Run 1, cell sizes after repair:
Scale: 8 px per um.
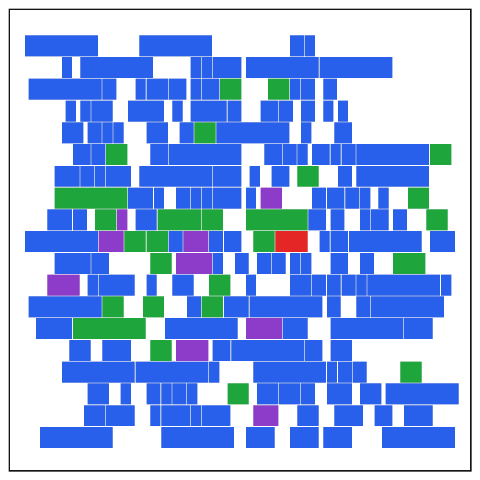
Run 1, placement view:
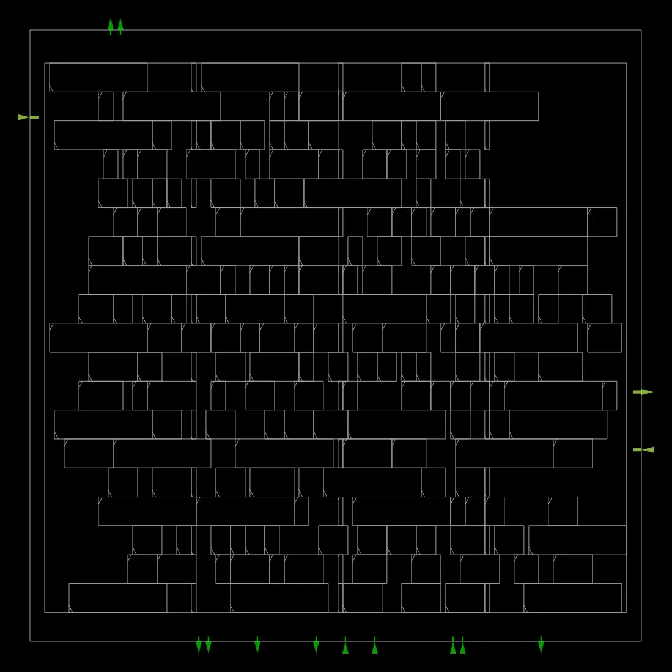
Run 1, wiring by layer:
Scale: 8 px per um. Two of the layers only.
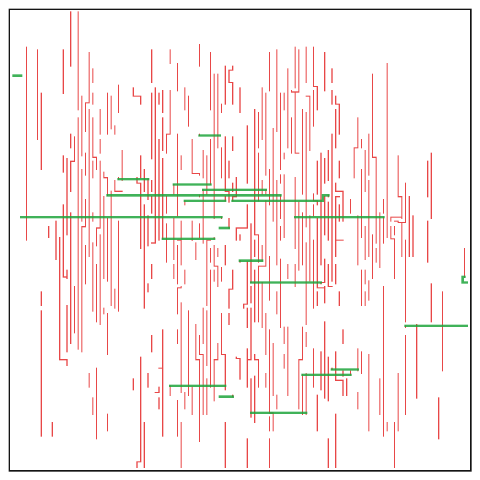
Run 1, pin map:
Scale: 8 px per um. Pins as bars across the die edge, other pins in grey.
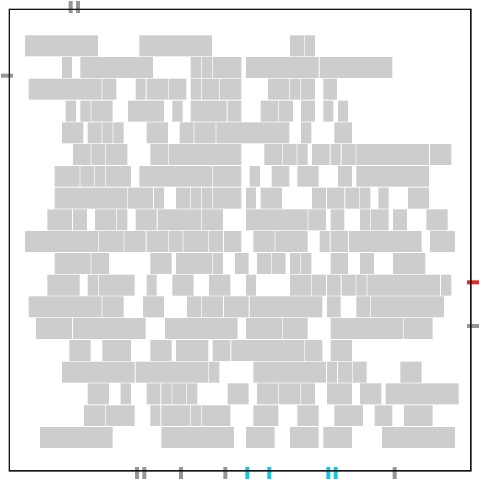
## src/rtl/sfx_pkg.sv

```systemverilog
// Shared definitions for the sound-effect scheduler: FSM state encoding,
// effect frequency codes and the source-to-effect mapping.
package sfx_pkg;

    typedef enum logic [1:0] {
        ST_IDLE  = 2'd0,
        ST_ISSUE = 2'd1,
        ST_PLAY  = 2'd2,
        ST_GAP   = 2'd3
    } sfx_state_t;

    localparam int TIMER_W = 15;

    localparam logic [3:0] FXA_PADDLE  = 4'd0;
    localparam logic [3:0] FXA_WALL    = 4'd1;
    localparam logic [3:0] FXA_WHISTLE = 4'd2;

    typedef struct packed {
        logic [3:0] fxa;
        logic       fxb;
    } sfx_effect_t;

    // Source id doubles as priority; both whistles share a tone, only length differs.
    function automatic sfx_effect_t src_effect(input logic [1:0] src);
        sfx_effect_t eff;
        case (src)
            2'd0:    eff = '{fxa: FXA_PADDLE,  fxb: 1'b0};
            2'd1:    eff = '{fxa: FXA_WALL,    fxb: 1'b0};
            2'd2:    eff = '{fxa: FXA_WHISTLE, fxb: 1'b0};
            default: eff = '{fxa: FXA_WHISTLE, fxb: 1'b1};
        endcase
        return eff;
    endfunction

endpackage

```

## src/rtl/sfx_prio_enc.sv

```systemverilog
// Combinational priority encoder: highest set pending bit wins.
module sfx_prio_enc (
    input  logic [3:0] pending,
    output logic [1:0] idx,
    output logic       valid
);

    always_comb begin
        valid = |pending;
        idx   = 2'd0;
        if (pending[3])      idx = 2'd3;
        else if (pending[2]) idx = 2'd2;
        else if (pending[1]) idx = 2'd1;
    end

endmodule

```

## src/rtl/sfx_scheduler.sv

```systemverilog
// Sound-effect scheduler: queues per-source requests and plays one effect at a time.
// Optional preemption by higher-priority sources when SFX_PREEMPT_EN is defined.
//
// state | meaning
// IDLE  | nothing playing, waiting for a pending request
// ISSUE | one-cycle trigger to the tone generator, timer loaded
// PLAY  | effect sounding, timer counts the play duration down
// GAP   | silent guard interval before the next effect
module sfx_scheduler
    import sfx_pkg::*;
#(
    parameter int SHORT_DUR = 4096,
    parameter int LONG_DUR  = 32767,
    parameter int GAP_LEN   = 16
) (
    input  logic       clk,
    input  logic       reset,
    input  logic [3:0] req,
    output logic       c,
    output logic [3:0] fxa,
    output logic       fxb,
    output logic       busy,
    output logic       drop
);

    localparam logic [TIMER_W-1:0] SHORT_T = TIMER_W'(SHORT_DUR);
    localparam logic [TIMER_W-1:0] LONG_T  = TIMER_W'(LONG_DUR);
    localparam logic [TIMER_W-1:0] GAP_T   = TIMER_W'(GAP_LEN);

    sfx_state_t         state, state_nxt;
    logic [TIMER_W-1:0] timer, timer_nxt;
    logic [3:0]         pending, pending_nxt, issue_clr;
    logic [1:0]         cur_src, sel_idx;
    logic               sel_valid, load_sel, drop_nxt;
    sfx_effect_t        sel_eff;

    sfx_prio_enc u_prio (
        .pending (pending),
        .idx     (sel_idx),
        .valid   (sel_valid)
    );

    assign sel_eff = src_effect(sel_idx);

    always_comb begin
        state_nxt = state;
        timer_nxt = timer;
        load_sel  = 1'b0;
        issue_clr = '0;
        c         = 1'b0;
        busy      = (state != ST_IDLE);
        case (state)
            ST_IDLE: begin
                if (sel_valid) begin
                    state_nxt = ST_ISSUE;
                    load_sel  = 1'b1;
                end
            end
            ST_ISSUE: begin
                c                  = 1'b1;
                issue_clr[cur_src] = 1'b1;
                timer_nxt          = fxb ? LONG_T : SHORT_T;
                state_nxt          = ST_PLAY;
            end
            ST_PLAY: begin
                if (timer <= TIMER_W'(1)) begin
                    state_nxt = ST_GAP;
                    timer_nxt = GAP_T;
                end else begin
                    timer_nxt = timer - TIMER_W'(1);
                end
            end
            ST_GAP: begin
                // Chain straight into the next issue so back-to-back effects skip IDLE.
                if (timer <= TIMER_W'(1)) begin
                    timer_nxt = '0;
                    if (sel_valid) begin
                        state_nxt = ST_ISSUE;
                        load_sel  = 1'b1;
                    end else begin
                        state_nxt = ST_IDLE;
                    end
                end else begin
                    timer_nxt = timer - TIMER_W'(1);
                end
            end
            default: state_nxt = ST_IDLE;
        endcase
`ifdef SFX_PREEMPT_EN
        if ((state == ST_PLAY || state == ST_GAP) && sel_valid && (sel_idx > cur_src)) begin
            state_nxt = ST_ISSUE;
            load_sel  = 1'b1;
            timer_nxt = '0;
        end
`endif
        // A request landing on the bit being cleared keeps it set and is not a drop.
        pending_nxt = (pending & ~issue_clr) | req;
        drop_nxt    = |(req & pending & ~issue_clr);
    end

    always_ff @(posedge clk or posedge reset) begin
        if (reset) begin
            state   <= ST_IDLE;
            timer   <= '0;
            pending <= '0;
            cur_src <= '0;
            fxa     <= '0;
            fxb     <= 1'b0;
            drop    <= 1'b0;
        end else begin
            state   <= state_nxt;
            timer   <= timer_nxt;
            pending <= pending_nxt;
            drop    <= drop_nxt;
            if (load_sel) begin
                cur_src <= sel_idx;
                fxa     <= sel_eff.fxa;
                fxb     <= sel_eff.fxb;
            end
        end
    end

endmodule

```

## config.mk

```make
export PLATFORM = sky130hd
export DESIGN_NAME = sfx_scheduler
export DESIGN_NICKNAME = d
export VERILOG_FILES = /design/src/rtl/sfx_pkg.sv /design/src/rtl/sfx_prio_enc.sv /design/src/rtl/sfx_scheduler.sv
export SDC_FILE = /design/constraint.sdc
export NUM_CORES = 1
export LEC_CHECK = 0
export CORE_MARGIN = 1
export CORE_UTILIZATION = 51
export CTS_CLUSTER_SIZE = 16
export DETAILED_ROUTE_END_ITERATION = 8
export PLACE_DENSITY = 0.75
export SYNTH_ARGS = -nofsm -noshare
export SYNTH_HDL_FRONTEND = slang
export SYNTH_SLANG_ARGS = --single-unit
```

## constraint.sdc

```tcl
create_clock -name clk -period 2 [get_ports clk]
set_input_delay 0.4 -clock clk [delete_from_list [all_inputs] [get_ports clk]]
set_output_delay 0.4 -clock clk [all_outputs]
set_load 0.005 [all_outputs]
```

==> results.tsv, run 1 <==
metric	value	unit
Final clock-cell share	0.0138	
syn avg cell area	9.08	um^2
Comb/total area	0.451	
CP cell instances	or4_4 -> nor4_4 -> buf_6 -> a21oi_2 -> a21oi_2 -> mux2_2	
initial antenna violation count	0	
I/O pins	14	
fa+ha+maj area frac	0.0557	
crit-path max FO	7	
Combinational Power Share	0.583	
Worst-Skew Late Latency	0.33	ns
Hold Buf Count CTS	0	
GR peak layer	met2	
Fin Setup TNS	0	ns
die area	3310	um^2
Async S/R FF share, synth	1.00	
worst-case vdd ir drop	0.846	mV
hold crit path type	in2async	
Sw Share	0.436	
first-pass GRT wire length	5.98	mm
Flops	27	
Crit Reg-Reg Startpoint	timer[9]	
layout cells sized above 1	0.178	
M1 WL	1.69	mm
GR Util met1	0.328	
Place WS	0.0317	ns
Top Consumer	combinational logic	
inverters	13	
outcome	completed	
Avg WL per Cell	15.7	um
Congestion Overflow GR	0	
antenna fix cells	0	
Post-synth top cells	dfrtp_1 (27), nand2_1 (16), a21oi_1 (15)	
DRT iter0 DRCs	45	
top cell category	logic gates	
cell mode on critical path	a21oi_2	
Comb power	1820	uW
reg2reg path depth	6	
Combinational Area	858	um^2
largest net degree at the start of global routing	28	
R2R setup slack	0.05	ns
Seq pwr share	0.341	
Tot Pwr	3120	uW
met2 Use GR	0.375	
clk root buf	clkbuf_4	
Final Hold Fails	0	
Top cell excl fill/tap	dfrtp_1	
Num Clock Sinks	27	
Most flops, register	timer	
Post-DRT Antenna Nets	0	
Largest logic family	AND-OR/OR-AND gates	
fmax	514	MHz
fp util	0.556	
number of global-route vias before repair	1349	
Synth area leader	dfrtp_1	
Max Slew Vio Count	0	
Worst EP arrival	2.18	ns
Layout non-clock buf frac	0.134	
Syn-to-layout area delta	21.1	%
Yosys Instances	173	
fillcell total	232	
Clock Path Buffers	2	
mux share	0.0143	
Yosys cell types	44	
postcts setup bufs	2	
Clock Pin Slew Worst Setup and Hold Paths	0.14	ns
About 'cell sizes after repair':
- green: x3 and x4 (cells 26; share 13%; most used buf_4)
- red: x6 and larger (cells 1; share 0.50%; most used buf_6)
- blue: x1 and smaller (cells 166; share 82%; most used dfrtp_1)
- purple: x2 (cells 9; share 4.5%)
Non-clock buffers: 30
Final Cell Area: 1900 um^2
Worst Slack Setup Final: 0.0533 ns

About 'placement view':
Core Footprint: 2830 um^2
row cnt: 19

About 'wiring by layer':
- red: M2 (wire length 1770 um)
- green: M3 (wire length 148 um)
routed wire length: 3.66 mm
Vias: 1425
GRT Util Overall: 0.237

About 'pin map':
- red: busy (pins 1; direction output; edge right)
- cyan: req (pins 4; direction input; edge bottom)
- all pins by edge: 9 bottom, 2 right, 2 top, 1 left
port bufs: 11
die height: 57.5 um
chip width: 57.5 um

--- run 2 (diff from run 1) ---
--- a/config.mk
+++ b/config.mk
@@ -7,9 +7,9 @@
 export LEC_CHECK = 0
 export CORE_MARGIN = 1
 export CORE_UTILIZATION = 51
-export CTS_CLUSTER_SIZE = 16
 export DETAILED_ROUTE_END_ITERATION = 8
 export PLACE_DENSITY = 0.75
 export SYNTH_ARGS = -nofsm -noshare
 export SYNTH_HDL_FRONTEND = slang
 export SYNTH_SLANG_ARGS = --single-unit
+export TNS_END_PERCENT = 30
==> run 2 against run 1 <==
  * Clock skew hardly changed
  * Flip-flop count stayed put
  * Fmax is 0.65% lower
  * Non-clock buffer count is 3 lower
  * Core utilization is 0.80 points lower
  * First-iteration DRC count is 13% higher
  * Count of clock-buffer cells in the layout stayed put
  * Final area is 1.2% lower
  * Register-to-register slack hardly changed
  * Area after synthesis stayed put
  * Largest cell class unchanged
==> results.tsv, run 2 <==
metric	value	unit
outcome	completed	
Comb/total area	0.456	
top flop regs	timer: 15 flops, pending: 4 flops	
fp util	0.556	
Seq pwr share	0.346	
Clock Path Buffers	2	
Clock Pin Slew Worst Setup and Hold Paths	0.14	ns
GRT Util Overall	0.237	
Sw Share	0.438	
Avg WL per Cell	15.8	um
Congestion Overflow GR	0	
Combinational Power Share	0.577	
Largest logic family	AND-OR/OR-AND gates	
Worst Path Required	1.60	ns
row cnt	19	
clk root buf	clkbuf_4	
inverters	13	
Most flops, register	timer	
P_seq	1060	uW
largest net degree at the start of global routing	28	
worst-case vdd ir drop	0.872	mV
Final Hold Fails	0	
M1 WL	1.67	mm
Vias	1404	
number of global-route vias before repair	1349	
syn avg cell area	9.08	um^2
Tot Pwr	3070	uW
cts repair resizes	7	
Layout non-clock buf frac	0.124	
GR peak layer	met2	
GR Util met1	0.328	
Comb power	1770	uW
Final clock-cell share	0.0140	
GR Util met3	0.0317	
first-pass GRT wire length	5.98	mm
clock share of power	0.078	
Core Footprint	2830	um^2
hold crit path type	in2async	
crit-path max FO	5	
postcts setup bufs	2	
fin cells	230	
Top Consumer	combinational logic	
met2 Use GR	0.375	
Non-clock buffers	27	
port bufs	11	
Worst-Skew Late Latency	0.33	ns
Post-synth top cells	dfrtp_1 (27), nand2_1 (16), a21oi_1 (15)	
Place WS	0.0317	ns
Async S/R FF share, synth	1.00	
Combinational Area	858	um^2
Crit Reg-Reg Startpoint	timer[9]	
Num Clock Sinks	27	
Yosys Instances	173	
mux share	0.0143	
Hold Buf Count CTS	0	
DR WL met3	130	um
Final Cell Area	1880	um^2
Fin Setup TNS	0	ns
Detail Placement HPWL	2.69	mm
CP cell instances	inv_2 -> ha_4 -> clkdlybuf4s50_1	
Synth Seq Share	0.430	
top cell category	logic gates	
Syn-to-layout area delta	19.7	%
layout cells sized above 1	0.166	
Yosys cell types	44	
Max Slew Vio Count	0	
top-count cell post-synth	dfrtp_1	
R2R setup slack	0.04	ns
Synth area leader	dfrtp_1	
die area	3310	um^2
chip width	57.5	um
Flops	27	
clkbuf count	4	
fmax	510	MHz
Post-DRT Antenna Nets	0	
reg2reg path depth	6	
Largest register FFs	15	
antenna fix cells	0	
routed wire length	3.63	mm
fa+ha+maj area frac	0.0557	
Worst Slack Setup Final	0.0405	ns
Top cell excl fill/tap	dfrtp_1	
initial antenna violation count	0	
Run 2, placement view:
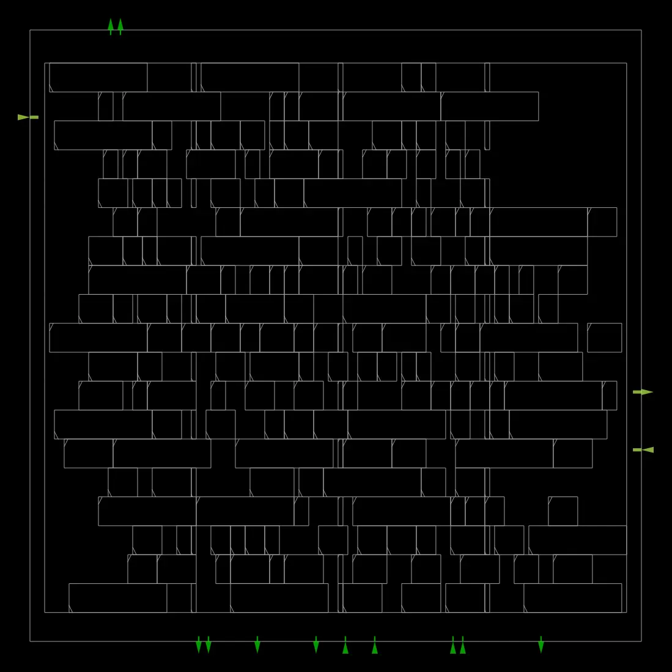
final core occ: 0.665
fraction of area in registers: 0.359
fillcell total: 232

Run 2, port wiring:
Scale: 4 px per um.
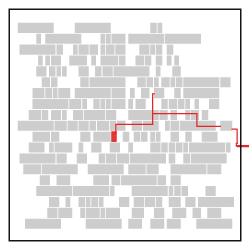
- red: busy (bits 1; direction output; edge right; end cells 1; buffers 1; wire 46.6 um)
I/O pins: 14

--- run 3 (diff from run 2) ---
--- a/config.mk
+++ b/config.mk
@@ -12,4 +12,3 @@
 export SYNTH_ARGS = -nofsm -noshare
 export SYNTH_HDL_FRONTEND = slang
 export SYNTH_SLANG_ARGS = --single-unit
-export TNS_END_PERCENT = 30
==> run 3 against run 2 <==
  * Clock skew about the same
  * Combinational power up 3%
  * Register-to-register slack about the same
  * Core utilization up 0.80 points
  * Sequential share of layout area down 0.43 points
  * Clock power about the same
  * Non-clock buffer count up 3
  * Total power up 1.5%
  * Die area unchanged
  * Routed wire length up 0.74%
  * Final area up 1.2%
==> results.tsv, run 3 <==
metric	value	unit
outcome	completed	
Avg WL per Cell	15.7	um
synthesized flop and latch total	27	
Fin Setup TNS	0	ns
M1 WL	1.69	mm
Seq pwr share	0.341	
Combinational Power Share	0.583	
met2 Use GR	0.375	
Clock Path Buffers	2	
Hold Buf Count CTS	0	
clk root buf	clkbuf_4	
Yosys cell types	44	
Final clock-cell share	0.0138	
Detail Placement HPWL	2.69	mm
CP cell instances	or4_4 -> nor4_4 -> buf_6 -> a21oi_2 -> a21oi_2 -> mux2_2	
hold crit path type	in2async	
Place WS	0.0317	ns
routed wire length	3.66	mm
P_seq	1060	uW
Mapped Cells	173	
Combinational Area	858	um^2
cts repair resizes	7	
row cnt	19	
Final Hold Fails	0	
number of global-route vias before repair	1349	
GR Util met1	0.328	
Clock Pin Slew Worst Setup and Hold Paths	0.14	ns
Tot Pwr	3120	uW
Synth Seq Share	0.430	
Largest logic family	AND-OR/OR-AND gates	
Non-clock buffers	30	
Worst Slack Setup Final	0.0533	ns
GR Util met3	0.0317	
antenna fix cells	0	
Yosys Instances	173	
reg2reg path depth	6	
fp util	0.556	
Core Footprint	2830	um^2
Comb/total area	0.451	
GRT Util Overall	0.237	
Layout non-clock buf frac	0.134	
Async S/R FF share, synth	1.00	
Placed Area	1800	um^2
Post-synth top cells	dfrtp_1 (27), nand2_1 (16), a21oi_1 (15)	
Sw Share	0.436	
and-or/or-and share of the synthesized area	0.258	
Max Slew Vio Count	0	
Vias	1425	
GR peak layer	met2	
I/O pins	14	
postcts setup bufs	2	
layout cells sized above 1	0.178	
initial antenna violation count	0	
Post-DRT Antenna Nets	0	
DRT iter0 DRCs	45	
clkbuf count	4	
Top Consumer	combinational logic	
die area	3310	um^2
fillcell total	232	
Syn-to-layout area delta	21.1	%
Worst Path Required	2.23	ns
Largest register FFs	15	
Worst EP arrival	2.18	ns
DR WL met3	147	um
Num Clock Sinks	27	
top-count cell post-synth	dfrtp_1	
R2R setup slack	0.05	ns
crit-path max FO	7	
Worst-Skew Late Latency	0.33	ns
first-pass GRT wire length	5.98	mm
Congestion Overflow GR	0	
chip width	57.5	um
Top cell excl fill/tap	dfrtp_1	
mux share	0.0143	
largest net degree at the start of global routing	28	
Run 3, placement view:
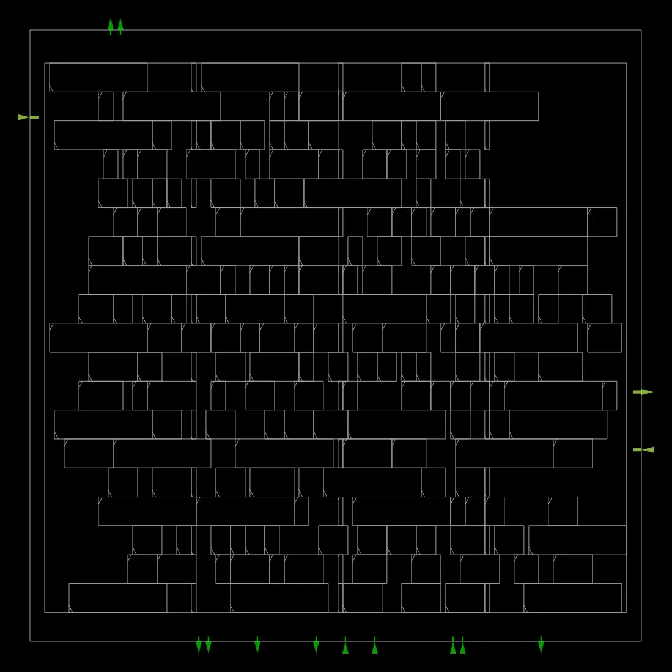
fraction of area in registers: 0.355
n_taps: 31
Flops: 27
final core occ: 0.673
fin cells: 233

Run 3, port wiring:
Scale: 4 px per um.
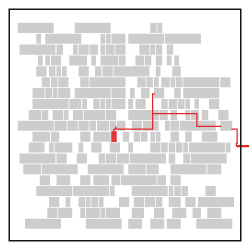
- red: busy (bits 1; direction output; edge right; end cells 1; buffers 1; wire 47.3 um)

Power is estimated from default activity; no workload was simulated.
